$ cat src/rtl/xif_copro_pkg.sv
// Shared types and defaults for the XIF coprocessor commit tracker.
// Holds the per-entry status struct and the default tracker depth.
package xif_copro_pkg;

    localparam int TRACKER_DEPTH = 4;

    // Status bits of one in-flight entry.
    // The id and payload sit in parallel arrays in the tracker because their
    // widths are module parameters.
    typedef struct packed {
        logic valid;
        logic committed;
        logic killed;
    } trk_entry_t;

endpackage

$ cat src/rtl/xif_copro_id_cam.sv
// Id CAM: compares a key against every stored id that is currently valid.
// Ports: valid (per-entry), ids (flattened), key -> match (one-hot), hit.
module xif_copro_id_cam #(
    parameter int DEPTH    = 4,
    parameter int ID_WIDTH = 4
) (
    input  logic [DEPTH-1:0]          valid,
    input  logic [DEPTH*ID_WIDTH-1:0] ids,
    input  logic [ID_WIDTH-1:0]       key,
    output logic [DEPTH-1:0]          match,
    output logic                      hit
);

    always_comb begin
        match = '0;
        for (int i = 0; i < DEPTH; i++) begin
            match[i] = valid[i] && (ids[i*ID_WIDTH +: ID_WIDTH] == key);
        end
    end

    assign hit = |match;

endmodule

$ cat src/rtl/xif_copro_commit_tracker.sv
// In-order tracker for offloaded XIF instructions awaiting commit/kill.
// Ports: issue push (valid/ready/id/data), commit (valid/id/kill),
// in-order release (valid/ready/id/data), count, unmatched-commit pulse.
module xif_copro_commit_tracker
    import xif_copro_pkg::*;
#(
    parameter int DEPTH         = TRACKER_DEPTH,
    parameter int ID_WIDTH      = 4,
    parameter int PAYLOAD_WIDTH = 64
) (
    input  logic                         clk_i,
    input  logic                         rst_i,
    input  logic                         issue_valid_i,
    output logic                         issue_ready_o,
    input  logic [ID_WIDTH-1:0]          issue_id_i,
    input  logic [PAYLOAD_WIDTH-1:0]     issue_data_i,
    input  logic                         commit_valid_i,
    input  logic [ID_WIDTH-1:0]          commit_id_i,
    input  logic                         commit_kill_i,
    output logic                         out_valid_o,
    input  logic                         out_ready_i,
    output logic [ID_WIDTH-1:0]          out_id_o,
    output logic [PAYLOAD_WIDTH-1:0]     out_data_o,
    output logic [$clog2(DEPTH+1)-1:0]   count_o,
    output logic                         unmatched_commit_o
);

    localparam int PTR_W = $clog2(DEPTH);
    localparam int CNT_W = $clog2(DEPTH+1);

    trk_entry_t                 st   [DEPTH];
    logic [ID_WIDTH-1:0]        ids  [DEPTH];
    logic [PAYLOAD_WIDTH-1:0]   data [DEPTH];

    logic [PTR_W-1:0]           wr_ptr;
    logic [PTR_W-1:0]           rd_ptr;
    logic [CNT_W-1:0]           cnt;
    logic                       unmatched_q;

    logic [DEPTH-1:0]           vld_vec;
    logic [DEPTH*ID_WIDTH-1:0]  id_flat;
    logic [DEPTH-1:0]           cmt_match;
    logic [DEPTH-1:0]           iss_match;
    logic                       cmt_hit;
    logic                       iss_hit;

    trk_entry_t                 head;
    logic                       release_ok;
    logic                       drop;
    logic                       pop;
    logic                       push;
    logic                       cmt_new;

    function automatic logic [PTR_W-1:0] ptr_inc(input logic [PTR_W-1:0] p);
        return (p == PTR_W'(DEPTH-1)) ? '0 : p + 1'b1;
    endfunction

    always_comb begin
        vld_vec = '0;
        id_flat = '0;
        for (int i = 0; i < DEPTH; i++) begin
            vld_vec[i]                          = st[i].valid;
            id_flat[i*ID_WIDTH +: ID_WIDTH]     = ids[i];
        end
    end

    xif_copro_id_cam #(
        .DEPTH    (DEPTH),
        .ID_WIDTH (ID_WIDTH)
    ) u_cmt_cam (
        .valid (vld_vec),
        .ids   (id_flat),
        .key   (commit_id_i),
        .match (cmt_match),
        .hit   (cmt_hit)
    );

    xif_copro_id_cam #(
        .DEPTH    (DEPTH),
        .ID_WIDTH (ID_WIDTH)
    ) u_iss_cam (
        .valid (vld_vec),
        .ids   (id_flat),
        .key   (issue_id_i),
        .match (iss_match),
        .hit   (iss_hit)
    );

    // Ready depends only on registered occupancy, so a same-cycle pop
    // never opens a slot early.
    assign issue_ready_o = (cnt < CNT_W'(DEPTH)) && !iss_hit;
    assign push          = issue_valid_i && issue_ready_o;

    // A push only succeeds when no valid entry holds its id, so a commit
    // to that id can hit either the old entries or the new one, never both.
    assign cmt_new = commit_valid_i && push && (issue_id_i == commit_id_i);

    assign head       = st[rd_ptr];
    assign release_ok = head.valid && head.committed && !head.killed;
    assign drop       = head.valid && head.killed;
    assign pop        = (release_ok && out_ready_i) || drop;

    assign out_valid_o        = release_ok;
    assign out_id_o           = release_ok ? ids[rd_ptr]  : '0;
    assign out_data_o         = release_ok ? data[rd_ptr] : '0;
    assign count_o            = cnt;
    assign unmatched_commit_o = unmatched_q;

    always_ff @(posedge clk_i) begin
        if (rst_i) begin
            for (int i = 0; i < DEPTH; i++) begin
                st[i] <= '0;
            end
            wr_ptr      <= '0;
            rd_ptr      <= '0;
            cnt         <= '0;
            unmatched_q <= 1'b0;
        end else begin
            unmatched_q <= commit_valid_i && !cmt_hit && !cmt_new;

            if (push) begin
                st[wr_ptr] <= '{valid:     1'b1,
                                committed: cmt_new && !commit_kill_i,
                                killed:    cmt_new && commit_kill_i};
                wr_ptr     <= ptr_inc(wr_ptr);
            end

            // First resolution wins: later commit/kill to a resolved entry
            // is dropped, so kill cannot override a commit.
            for (int i = 0; i < DEPTH; i++) begin
                if (commit_valid_i && cmt_match[i] &&
                    !st[i].committed && !st[i].killed) begin
                    if (commit_kill_i) begin
                        st[i].killed <= 1'b1;
                    end else begin
                        st[i].committed <= 1'b1;
                    end
                end
            end

            // Popped head is already resolved, so the loop above never
            // touches it in the same cycle.
            if (pop) begin
                st[rd_ptr] <= '0;
                rd_ptr     <= ptr_inc(rd_ptr);
            end

            unique case ({push, pop})
                2'b10:   cnt <= cnt + 1'b1;
                2'b01:   cnt <= cnt - 1'b1;
                default: cnt <= cnt;
            endcase
        end
    end

    always_ff @(posedge clk_i) begin
        if (push) begin
            ids[wr_ptr]  <= issue_id_i;
            data[wr_ptr] <= issue_data_i;
        end
    end

endmodule

$ cat config.mk
export PLATFORM = sky130hd
export DESIGN_NAME = xif_copro_commit_tracker
export DESIGN_NICKNAME = d
export VERILOG_FILES = /design/src/rtl/xif_copro_pkg.sv /design/src/rtl/xif_copro_id_cam.sv /design/src/rtl/xif_copro_commit_tracker.sv
export SDC_FILE = /design/constraint.sdc
export NUM_CORES = 1
export LEC_CHECK = 0
export CAP_MARGIN = 10
export CORE_MARGIN = 2
export CORE_UTILIZATION = 55
export DETAILED_ROUTE_END_ITERATION = 10
export GPL_TIMING_DRIVEN = 0
export PLACE_DENSITY = 0.84
export SKIP_LAST_GASP = 1
export SLEW_MARGIN = 20
export SYNTH_ARGS = -nofsm -noshare
export SYNTH_HDL_FRONTEND = slang
export SYNTH_SLANG_ARGS = --single-unit
$ cat constraint.sdc
create_clock -name clk_i -period 6.05 [get_ports clk_i]
set_input_delay 0.605 -clock clk_i [delete_from_list [all_inputs] [get_ports clk_i]]
set_output_delay 0.605 -clock clk_i [all_outputs]
set_load 0.1 [all_outputs]
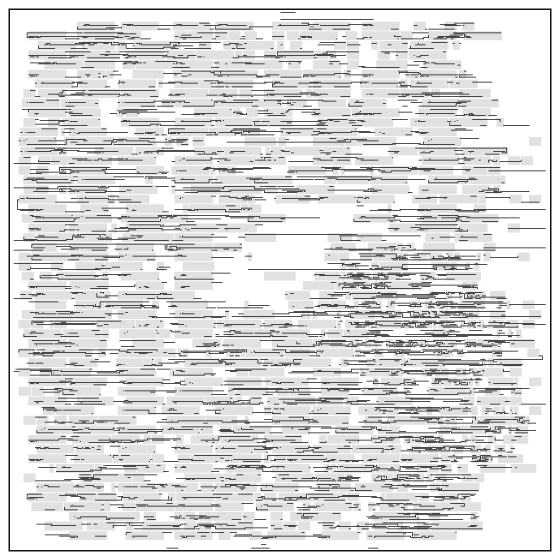
Fig. 1. Met1 routing.
Cells faint in the background.
nets with wire on the layer = 875
wire length on this layer = 10400 µm
main direction = horizontal
Vias: 6681
met1 usage: 0.299
routed wire length: 25800 µm

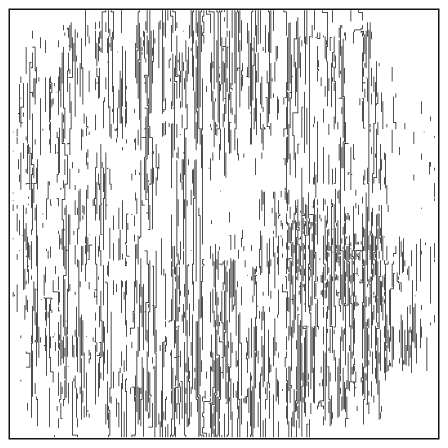
Fig. 2. The metal 2 layer.
main direction = vertical
nets with wire on the layer = 858
share of all routed wire = 52%
wire length on this layer = 13300 µm
longest straight run = 70.7 µm
met2 capacity usage during global routing: 0.390

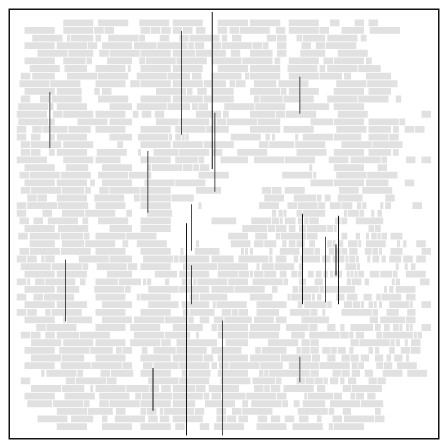
Fig. 3. Metal 4.
Cells faint in the background.
share of all routed wire = 1.8%
wire length on this layer = 464 µm
longest straight run = 75.5 µm
nets with wire on the layer = 10
main direction = vertical

==> run_results.csv <==
group,metric,value,unit
drt,wl_met2,13300,µm
floorplanning,rows,54,
setup_path,crit_path_max_fanout,10,
final_timing,holdWs,516,ps
cells_and_area,largest-register,"data",
cells_and_area,inv_count,19,
setup_path,reg2reg_depth,13,
synthesis,synthArstFlopShare,0,
cts,postCtsSetupBuffers,0,
min_path,holdCritPathClass,"in2reg",
status,status,"finished, final reports clean",
final_timing,max_slew_margin,0.295,
final_timing,worst_pin_slew,1050,ps
cells_and_area,final_common_cell,"edfxtp_1",
floorplanning,die_area,23400,µm²
setup_path,critical_path.max_stage_delay,1180,ps
grt,grt_pass1_wl,40600,µm
grt,grt-ovfl-total,0,
job,tool_warnings,32,
min_path,holdPathStages,3,
cts,cts_resized,0,
floorplanning,die_w,153,µm
cells_and_area,sh_comb_area,0.219,
cells_and_area,final_cells,1161,
synthesis,edf_count,272,
power_and_ir_drop,p_leak,4.85,nW
power_and_ir_drop,powerClk,1.75,mW
cells_and_area,clk_share,0.0608,
cells_and_area,comb_cells,319,
cells_and_area,final_layout_size_suffix_gt1_frac,0.170,
cells_and_area,nFillCells,1400,
setup_path,r2r-end,"count_o[2]",
synthesis,ys_sh_simple,0.0711,
cts,tritoncts,"done",
grt,grt_max_degree,25,
synthesis,topCellsByArea,"edfxtp_1 67%, mux4_2 13%, nor2b_1 3.6%",
placement,io_buffers,146,
placement,pre_cts_ws,1670,ps
final_timing,fmax,205,MHz
setup_path,crit_path_cell_trace,"clkbuf_1, mux4_2, nand3b_1, clkbuf_1, clkbuf_1, nor2b_1, clkdlybuf4s50_1",
cells_and_area,nonClkBufAreaFrac,0.128,
final_timing,finalCriticalPeriod,4880,ps
synthesis,ys_top_logic_family,"multiplexers",
synthesis,synth_top_area_share,0.671,
synthesis,synth-seq-cells,294,
synthesis,avgSynthCellArea,18.1,µm²
final_timing,worst_slack,1170,ps
final_timing,setup_viol,0,
setup_path,endpoint,"out_data_o[46]",
floorplanning,well_tap_count,280,
drt,dr.pass1.iters,5,
synthesis,synthAdderAreaFrac,0.0109,
drt,first_iter_violations,503,
cells_and_area,seq_share,0.565,
synthesis,yosys-stat-area,12200,µm²
cells_and_area,synthToLayoutAreaGrowth,25.1,%
cells_and_area,seqCellArea,8610,µm²
final_timing,rsz0062_at_grt,"false",
cts,cts.sinks,294,
cells_and_area,non_clock_buffer_count,198,
cells_and_area,reg.largest.list,"data: 256 flops, ids: 16 flops, st: 12 flops",
final_timing,period_used_share,0.806,
min_path,hold_end,"unmatched_commit_o",
placement,dp_hpwl,17600,µm
power_and_ir_drop,clkPwrFrac,0.397,
power_and_ir_drop,pg_comb,0.318,mW
grt,antenna_found_initial,0,
cells_and_area,final_nets,949,
drt,drt.antenna.violating_nets,0,
final_timing,final_max_slew_viol_count,0,
setup_path,cp.required,5440,ps
drt,drc_errors,0,
power_and_ir_drop,power_leader,"sequential cells",
power_and_ir_drop,switching_power,0.905,mW
synthesis,floorplan.nets,760,
drt,viasPerCell,5.75,
cells_and_area,antenna-diode-count,0,
final_timing,setup-tns-final,0,ps
min_path,holdCritStartpoint,"commit_id_i[2]",
setup_path,path_delay_family,"buffers and inverters",
cts,root_buffer,"clkbuf_16",
placement,placed_area,14300,µm²
synthesis,synth-main-ff-cell,"edfxtp_1",
setup_path,start_kind,"flip-flop",
cells_and_area,largest_reg_flops,256,
setup_path,crit_type,"reg2out",
placement,placed_cells,1110,
synthesis,syn_inst,672,
placement,finalWeightedCongestion,0.883,
cts,h-tree-depth,1,
power_and_ir_drop,powerSeq,2.35,mW
cells_and_area,final_cell_mix,"272 x edfxtp_1, 146 x clkdlybuf4s50_1, 71 x mux4_2, 71 x nor2b_1",
power_and_ir_drop,p_sw_frac,0.205,
drt,highest_layer,"met4",
final_timing,skew,15.9,ps
drt,m1WireLength,10400,µm
synthesis,yosysWarnings,0,
power_and_ir_drop,power_frac_seq,0.532,
cells_and_area,final_area,15200,µm²
power_and_ir_drop,vdd_ir_drop_max,0.292,mV
cts,ctsLongestPathBuffers,3,
cells_and_area,nClkBuffers,34,
setup_path,r2r_slack,2720,ps
synthesis,synthMostInstantiatedCell,"edfxtp_1",
cts,clk_latency,530,ps
setup_path,crit_arrival,4270,ps
cts,ctsHoldBuffers,0,
power_and_ir_drop,power.density,290,nW/µm²
synthesis,ys_seq_share,0.707,
setup_path,critPathBufInv,4,
synthesis,aoi_share,0.0225,
setup_path,endpoint_kind,"primary output",
power_and_ir_drop,comb_power_share,0.072,
synthesis,top_area_cell,"edfxtp_1",
synthesis,yosys_cells,672,
cts,path_clk_slew,60,ps
job,maxCapViolCount,0,
cells_and_area,largest_class,"flip-flops and latches",
cells_and_area,seq_cells,294,
setup_path,crit_cells,7,
floorplanning,io-pin-count,152,
power_and_ir_drop,power.total,4.41,mW
synthesis,top_cells_by_count,"272 x edfxtp_1, 71 x mux4_2, 71 x nor2b_1",
synthesis,syn_area,12200,µm²
synthesis,ys_sh_xor,0.0273,
drt,routed-wl-met3,1570,µm
power_and_ir_drop,p_int,3.51,mW
cts,cts_made_buffers,29,
cells_and_area,layout.area.comb,3340,µm²
setup_path,cp_slowest_cell,"clkdlybuf4s50_1",
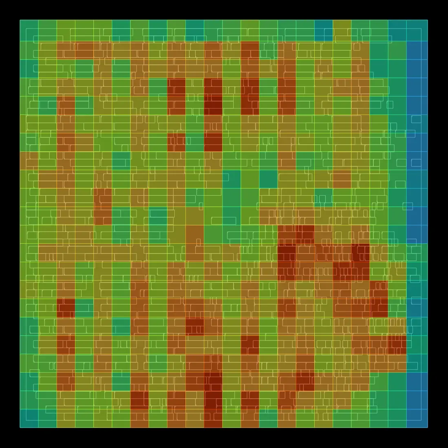
Fig. 4. Routing congestion map.
DR WL/cell: 22.2 µm
layer with the highest usage: met2
routing usage on met3: 0.0360
Total GRT Usage: 0.223
Util after Layout: 0.700

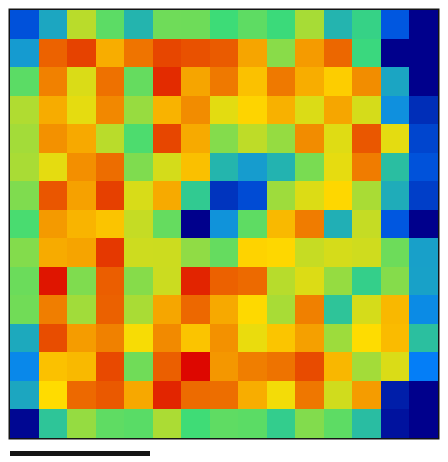
Fig. 5. Placement density heat map.
The bar under the picture is 50 µm long. 15 x 15 tiles, from dark blue (low) to red (high), 0 to 100% covered.
nearly empty tiles = 4.0%
mean over tiles = 64%
fullest tile = 99%
tiles over 75% full = 41%
Core Area: 21800 µm²
Initial Utilization: 0.560

